Figure 1. I/O pins on the die edge.
Pins as bars across the die edge, other pins in grey.
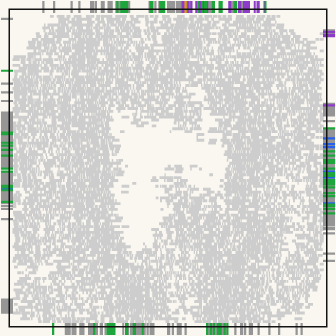
Figure 2. Wire density map.
The die is cut into 30 by 30 equal tiles; dark blue is low, red is high, scaled to the fullest tile. Values are wire area over tile area, all layers added.
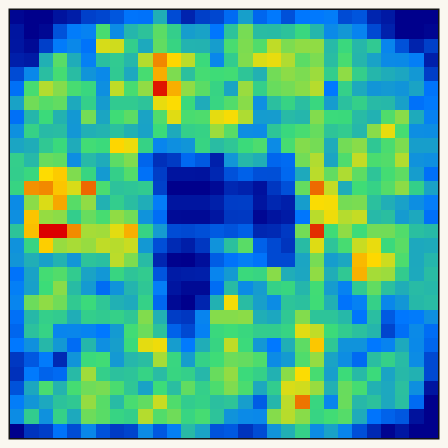
--- src/rtl/fc_output_accumulator_if.sv ---
// Handshake bundle for fc_output_accumulator: activation/weight input stream and
// the ten-score output stream.
interface fc_output_accumulator_if #(
    parameter int X_W   = 8,
    parameter int W_W   = 8,
    parameter int ACC_W = 26
);
    logic                    In_valid;
    logic                    In_ready;
    logic [X_W-1:0]          X_in;
    logic [10*W_W-1:0]       W_in;
    logic                    Out_valid;
    logic                    Out_ready;
    logic signed [ACC_W-1:0] Out_0, Out_1, Out_2, Out_3, Out_4;
    logic signed [ACC_W-1:0] Out_5, Out_6, Out_7, Out_8, Out_9;

    modport master (
        output In_valid, X_in, W_in, Out_ready,
        input  In_ready, Out_valid,
        input  Out_0, Out_1, Out_2, Out_3, Out_4, Out_5, Out_6, Out_7, Out_8, Out_9
    );

    modport slave (
        input  In_valid, X_in, W_in, Out_ready,
        output In_ready, Out_valid,
        output Out_0, Out_1, Out_2, Out_3, Out_4, Out_5, Out_6, Out_7, Out_8, Out_9
    );
endinterface

--- src/rtl/fc_output_accumulator.sv ---
// Final FC layer: MACs N_INPUTS activations against 10 class weights per frame.
// Define FC_ACC_SATURATE_EN to clamp each accumulate step instead of wrapping.
module fc_output_accumulator #(
    parameter int N_INPUTS = 784,
    parameter int X_W      = 8,
    parameter int W_W      = 8,
    parameter int ACC_W    = 26,
    parameter int CNT_W    = 10
) (
    input  logic clk,
    input  logic GlobalReset,
    fc_output_accumulator_if.slave bus
);
    localparam int P_W = X_W + W_W + 1;
    localparam int S_W = ACC_W + 1;
    localparam logic [CNT_W-1:0] LAST = CNT_W'(N_INPUTS - 1);

    typedef enum logic {ACCUM, DONE} state_e;

    state_e                  state_q, state_d;
    logic [CNT_W-1:0]        cnt_q, cnt_d;
    logic                    in_ready_q, in_ready_d;
    logic                    out_valid_q, out_valid_d;
    logic signed [ACC_W-1:0] acc_q [10];
    logic signed [ACC_W-1:0] acc_d [10];
    logic signed [ACC_W-1:0] mac   [10];
    logic signed [P_W-1:0]   xs, ws, prod;
    logic signed [S_W-1:0]   sum;

    // Sum is formed one bit wider than the accumulator so overflow is visible.
    always_comb begin
        xs   = '0;
        ws   = '0;
        prod = '0;
        sum  = '0;
        for (int unsigned k = 0; k < 10; k++) begin
            xs   = P_W'($signed({1'b0, bus.X_in}));
            ws   = P_W'($signed(bus.W_in[W_W*k +: W_W]));
            prod = xs * ws;
            sum  = S_W'(acc_q[k]) + S_W'(prod);
`ifdef FC_ACC_SATURATE_EN
            if (sum[S_W-1] != sum[S_W-2])
                mac[k] = sum[S_W-1] ? {1'b1, {(ACC_W-1){1'b0}}} : {1'b0, {(ACC_W-1){1'b1}}};
            else
                mac[k] = sum[ACC_W-1:0];
`else
            mac[k] = sum[ACC_W-1:0];
`endif
        end
    end

    always_comb begin
        state_d     = state_q;
        cnt_d       = cnt_q;
        in_ready_d  = in_ready_q;
        out_valid_d = out_valid_q;
        acc_d       = acc_q;
        case (state_q)
            ACCUM: begin
                if (bus.In_valid && in_ready_q) begin
                    acc_d = mac;
                    cnt_d = cnt_q + 1'b1;
                    if (cnt_q == LAST) begin
                        cnt_d       = '0;
                        state_d     = DONE;
                        in_ready_d  = 1'b0;
                        out_valid_d = 1'b1;
                    end
                end
            end
            DONE: begin
                if (out_valid_q && bus.Out_ready) begin
                    for (int unsigned k = 0; k < 10; k++) acc_d[k] = '0;
                    state_d     = ACCUM;
                    in_ready_d  = 1'b1;
                    out_valid_d = 1'b0;
                end
            end
            default: begin
                state_d     = ACCUM;
                in_ready_d  = 1'b1;
                out_valid_d = 1'b0;
            end
        endcase
    end

    always_ff @(posedge clk) begin
        if (GlobalReset) begin
            state_q     <= ACCUM;
            cnt_q       <= '0;
            in_ready_q  <= 1'b1;
            out_valid_q <= 1'b0;
            for (int unsigned k = 0; k < 10; k++) acc_q[k] <= '0;
        end else begin
            state_q     <= state_d;
            cnt_q       <= cnt_d;
            in_ready_q  <= in_ready_d;
            out_valid_q <= out_valid_d;
            acc_q       <= acc_d;
        end
    end

    assign bus.In_ready  = in_ready_q;
    assign bus.Out_valid = out_valid_q;
    assign bus.Out_0 = acc_q[0];
    assign bus.Out_1 = acc_q[1];
    assign bus.Out_2 = acc_q[2];
    assign bus.Out_3 = acc_q[3];
    assign bus.Out_4 = acc_q[4];
    assign bus.Out_5 = acc_q[5];
    assign bus.Out_6 = acc_q[6];
    assign bus.Out_7 = acc_q[7];
    assign bus.Out_8 = acc_q[8];
    assign bus.Out_9 = acc_q[9];
endmodule
--- src/flat_wrapper.sv ---
// flat-port wrapper written by rule: the top's interface ports become plain ports
module fc_output_accumulator_flat 
#(
    parameter int N_INPUTS = 784,
    parameter int X_W      = 8,
    parameter int W_W      = 8,
    parameter int ACC_W    = 26,
    parameter int CNT_W    = 10
)
  (clk, GlobalReset, bus_In_valid, bus_X_in, bus_W_in, bus_Out_ready, bus_In_ready, bus_Out_valid, bus_Out_0, bus_Out_1, bus_Out_2, bus_Out_3, bus_Out_4, bus_Out_5, bus_Out_6, bus_Out_7, bus_Out_8, bus_Out_9);
  fc_output_accumulator_if #(.X_W(X_W), .W_W(W_W), .ACC_W(ACC_W)) bus_i ();
  input  logic clk;
  input  logic GlobalReset;
  input wire logic [$bits(bus_i.In_valid)-1:0] bus_In_valid;
  input wire logic [$bits(bus_i.X_in)-1:0] bus_X_in;
  input wire logic [$bits(bus_i.W_in)-1:0] bus_W_in;
  input wire logic [$bits(bus_i.Out_ready)-1:0] bus_Out_ready;
  output wire logic [$bits(bus_i.In_ready)-1:0] bus_In_ready;
  output wire logic [$bits(bus_i.Out_valid)-1:0] bus_Out_valid;
  output wire logic [$bits(bus_i.Out_0)-1:0] bus_Out_0;
  output wire logic [$bits(bus_i.Out_1)-1:0] bus_Out_1;
  output wire logic [$bits(bus_i.Out_2)-1:0] bus_Out_2;
  output wire logic [$bits(bus_i.Out_3)-1:0] bus_Out_3;
  output wire logic [$bits(bus_i.Out_4)-1:0] bus_Out_4;
  output wire logic [$bits(bus_i.Out_5)-1:0] bus_Out_5;
  output wire logic [$bits(bus_i.Out_6)-1:0] bus_Out_6;
  output wire logic [$bits(bus_i.Out_7)-1:0] bus_Out_7;
  output wire logic [$bits(bus_i.Out_8)-1:0] bus_Out_8;
  output wire logic [$bits(bus_i.Out_9)-1:0] bus_Out_9;
  assign bus_i.In_valid = bus_In_valid;
  assign bus_i.X_in = bus_X_in;
  assign bus_i.W_in = bus_W_in;
  assign bus_i.Out_ready = bus_Out_ready;
  assign bus_In_ready = bus_i.In_ready;
  assign bus_Out_valid = bus_i.Out_valid;
  assign bus_Out_0 = bus_i.Out_0;
  assign bus_Out_1 = bus_i.Out_1;
  assign bus_Out_2 = bus_i.Out_2;
  assign bus_Out_3 = bus_i.Out_3;
  assign bus_Out_4 = bus_i.Out_4;
  assign bus_Out_5 = bus_i.Out_5;
  assign bus_Out_6 = bus_i.Out_6;
  assign bus_Out_7 = bus_i.Out_7;
  assign bus_Out_8 = bus_i.Out_8;
  assign bus_Out_9 = bus_i.Out_9;
  fc_output_accumulator #(.N_INPUTS(N_INPUTS), .X_W(X_W), .W_W(W_W), .ACC_W(ACC_W), .CNT_W(CNT_W)) u_core (.clk(clk), .GlobalReset(GlobalReset), .bus(bus_i));
endmodule
--- config.mk ---
export PLATFORM = sky130hd
export DESIGN_NAME = fc_output_accumulator_flat
export DESIGN_NICKNAME = d
export VERILOG_FILES = /design/src/rtl/fc_output_accumulator_if.sv /design/src/rtl/fc_output_accumulator.sv /design/src/flat_wrapper.sv
export SDC_FILE = /design/constraint.sdc
export NUM_CORES = 2
export LEC_CHECK = 0
export ABC_AREA = 1
export CORE_MARGIN = 2
export CORE_UTILIZATION = 56
export CTS_CLUSTER_SIZE = 25
export DETAILED_ROUTE_END_ITERATION = 10
export PLACE_DENSITY = 0.83
export SLEW_MARGIN = 40
export SYNTH_ARGS = -nofsm -noshare
export SYNTH_HDL_FRONTEND = slang
export SYNTH_SLANG_ARGS = --single-unit
--- constraint.sdc ---
create_clock -name clk -period 5.47 [get_ports clk]
set_clock_uncertainty 0.05 [all_clocks]
set_input_delay 1.094 -clock clk [delete_from_list [all_inputs] [get_ports clk]]
set_output_delay 1.094 -clock clk [all_outputs]
set_load 0.01 [all_outputs]
==> impl_metrics.yaml <==
# implementation run metrics
sta:
  finalMaxSlewViolations: 0
  setup_viol_count_final: 0
  fin_ws_ns: 0.115
  tightest_slew_ns: 0.771
  fin_crit_ns: 5.35
  finalHoldViolCount: 0
  max_slew_margin: 0.486
  min_period_over_period: 0.979
  clock.fmax_ghz: 0.187
  hold-worst-slack_ns: 0.420
layout:
  nNetsFinal: 9140
  logic_area_um2: 36300
  instances_no_fill: 8875
  layout_top_cells: "2,247 x nand2_1, 1,551 x inv_1, 838 x ha_1, 512 x fa_1, 459 x buf_4"
  fillers: 7047
  drive_above_1_share: 0.0780
  lay_top_count: "nand2_1"
  finalInstanceArea_um2: 57900
  syn2layout_area_growth_pct: 19.3
  seqCellArea_um2: 5470
cts:
  clk_latency_ns: 0.62
  post-cts-setup-buffer-count: 0
  htree_num_levels: 2
  cts_sinks: 273
  cts_buffers: 40
  cts_tree: "done"
  ctsResizeCount: 0
  holdBufCountCts: 0
  clock_path_buffers: 3
  root_buffer: "clkbuf_16"
  path_clk_slew_ns: 0.06
power_and_ir_drop:
  pwr-share-comb: 0.802
  leakagePower_nw: 34.1
  p_switching_mw: 15.0
  p_total_mw: 29.8
  intPower_mw: 14.8
  power.density_nw_per_um2: 515
  peakVddDrop_mv: 0.307
  swShare: 0.503
  p_clk_frac: 0.093
  pwr-share-seq: 0.106
worst_hold_path:
  hold_depth: 2
  hold_path.class: "flip-flop to flip-flop"
  min_to: "u_core.cnt_q[2]"
  hp-start: "u_core.cnt_q[2]"
worst_setup_path:
  start_kind: "input pin"
  path_max_fanout: 6
  critical-path-top-delay-family: "adder cells"
  cp-end-kind: "flip-flop"
  worstSetupPathType: "input pin to flip-flop"
  path_cells: "clkdlybuf4s50_1 -> nand2_1 -> fa_1 -> inv_1 -> fa_1 -> inv_1 -> fa_1 -> inv_1 -> fa_1 -> fa_1 -> ha_2 -> nand2_1 -> nor2_1 -> nand2_1 -> nand3_1 -> nand3_1 -> nand2_1 -> nand2_1 -> nand3_1 -> a21oi_1"
  r2r_setup_slack_ns: 0.83
  slowest_delay_ns: 0.60
  r2r_cells: 21
  worst-path-buf-inv: 4
  cpMaxStageDelayCell: "clkdlybuf4s50_1"
  r2r-end: "u_core.bus.Out_2[22]"
  cp.arrival_ns: 5.75
  r2r_start: "u_core.bus.Out_2[6]"
  cp.required_ns: 5.86
floorplanning:
  placementRows: 107
  initCoreUtil: 0.567
  io_pins: 354
  coreArea_um2: 85500
  die_w_um: 298
  chipArea_um2: 89100
  die_h_um: 298
synthesis:
  top_cells_by_area: "ha_1 22%, fa_1 21%, nand2_1 17%"
  synth_seq_share: 0.113
  ys.flop_type: "dfxtp_1"
  ys_area_um2: 48500
  yosys_cells: 7043
  syn_inst: 7043
  top_area_cell: "ha_1"
  ys.flops: 273
  ys_types: 31
  top_area_frac: 0.217
  yosys_warnings: 0
  edf_count: 0
  synthArstFlopShare: 0
  syn_avg_cell_area_um2: 6.89
  synth_area_um2: 48500
  synth_nets: 8488
route:
  wl_per_cell_um: 16.3
  drt_pass1_iterations: 8
  viasPerCell: 5.30
  ant_nets: 0
  drt_iter0_markers: 3431
  drc: 0
  vias: 47000
  finalWirelength_um: 145000
run_status:
  status: "finished clean"
place:
  place_ws_ns: -0.456
  placed_area_um2: 56400
  dp.cells: 8795
  io_buffers: 353
  hpwl_um: 116000
  place.gp.congestion: 0.962
job:
  cap_viol_max_count: 0
  warnings: 30
global_route:
  grtUsageTotal: 0.326
  grt_first_pass_wirelength_um: 237000
  overflow: 0
  antenna_found_initial: 13
  grt_pass1_vias: 47900
  grt_max_degree: 166
Back to the opening pictures, Figure 1:
| colour | port | pins | direction | edge |
|---|---|---|---|---|
| blue | bus_X_in | 8 | input | 6 right, 1 top, 1 left |
| green | bus_W_in | 80 | input | 25 top, 21 bottom, 21 right, 13 left |
| orange | bus_In_valid | 1 | input | top |
| purple | bus_Out_3 | 26 | output | 22 top, 4 right |

Back to the opening pictures, Figure 2:
mean over tiles: 0.27
fullest tile: 0.69
emptiest ninth of the die: centre
nearly empty tiles: 2.7%

[registers in the layout (all words and copies together) (netlist names)]
register,flops
u_core.bus.Out_2,26
u_core.state_q,1
u_core.cnt_q,10
u_core.bus.Out_3,26
u_core.bus.Out_5,26
u_core.bus.Out_4,26
u_core.bus.Out_valid,1
u_core.bus.Out_8,26
u_core.bus.Out_1,26
u_core.bus.Out_0,26
u_core.bus.Out_7,26
u_core.bus.Out_9,26
u_core.bus.In_ready,1
u_core.bus.Out_6,26
[through the flow]
stage                     utilization  setup TNS, ns
after detailed placement        0.660         -60.58
after CTS                       0.675              0
after floorplan                     -        -0.0383
after global routing            0.677       -0.00181
after global placement          0.660         -42.46
final                           0.677              0
[kinds of logic after synthesis]
kind of cell	Yosys count	share of synthesized area
DFF	273	0.113
buffers and inverters	1781	0.140
AOI/OAI and AO/OA	518	0.0551
and+or+nand+nor	3088	0.259
adders and majority gates	1353	0.428
xor gates and xnor gates	30	0.00541
[area by class of cell]
type | instances | share of cell area
Timing Repair Buffer | 833 | 0.130
Clock buffer | 60 | 0.0207
Tap cell | 1144 | 0.0247
Inverter | 1558 | 0.101
Clock inverter | 13 | 0.00223
Sequential cell | 273 | 0.0944
Multi-Input combinational cell | 4989 | 0.627
Antenna cell | 5 | 0.000216
[worst max-delay path by stage]
stage	startpoint	slack, ns	endpoint	cells after the start
2_1_floorplan	bus_X_in[6]	-0.01	u_core.bus.Out_0[12]	19
3_3_place_gp	bus_W_in[7]	-0.37	u_core.bus.Out_0[17]	18
6_report	bus_W_in[0]	0.12	u_core.bus.Out_0[17]	20
5_1_grt	bus_W_in[40]	-0.002	u_core.bus.Out_5[16]	22
3_5_place_dp	bus_W_in[7]	-0.46	u_core.bus.Out_0[17]	18
4_1_cts	bus_W_in[1]	0.14	u_core.bus.Out_0[17]	20
[Yosys cell counts, drive strengths merged, types with 40 or more instances]
cell type / count
nand3b: 69
nand3: 325
dfxtp: 273
clkbuf: 183
nand2: 2249
o21ai: 57
a21oi: 423
inv: 1556
nor3: 48
nor2: 313
fa: 512
ha: 841
buf: 40
[power by group through the flow]
| stage | clock network (mW) | registers, mW | logic [mW] |
|---|---|---|---|
| 6_report | 2.76 | 3.15 | 23.9 |
| 5_1_grt | 2.87 | 3.19 | 27.0 |
| 4_1_cts | 2.81 | 3.13 | 23.7 |
| 3_5_place_dp | 0 | 3.17 | 23.4 |
| 3_3_place_gp | 0 | 3.17 | 22.6 |
| 2_1_floorplan | 0 | 3.15 | 14.6 |
[worst reg2reg max path, cell delays in order, from the launching register on]
cell	delay, ns
dfxtp_1	0.46
inv_1	0.10
fa_1	0.55
inv_1	0.06
fa_1	0.50
inv_1	0.05
fa_1	0.53
inv_1	0.05
fa_1	0.38
fa_1	0.48
ha_1	0.35
nand2_1	0.10
nand2_1	0.06
nand2_1	0.05
nand2_1	0.04
nand2_1	0.05
nand3_1	0.14
nand2_1	0.16
nand2_1	0.08
nand2_1	0.08
nand3_1	0.08
a21oi_1	0.15
[per-layer routing]
layer  global-route usage  part of all wire  wire length (µm)
met3               0.0537             0.074             10700
met1                0.405              0.41             59100
met5                    0           0.00077               111
met2                0.558              0.47             68500
met4                0.141             0.044              6330
No activity file was given, so power comes from the tool's default toggle rates.
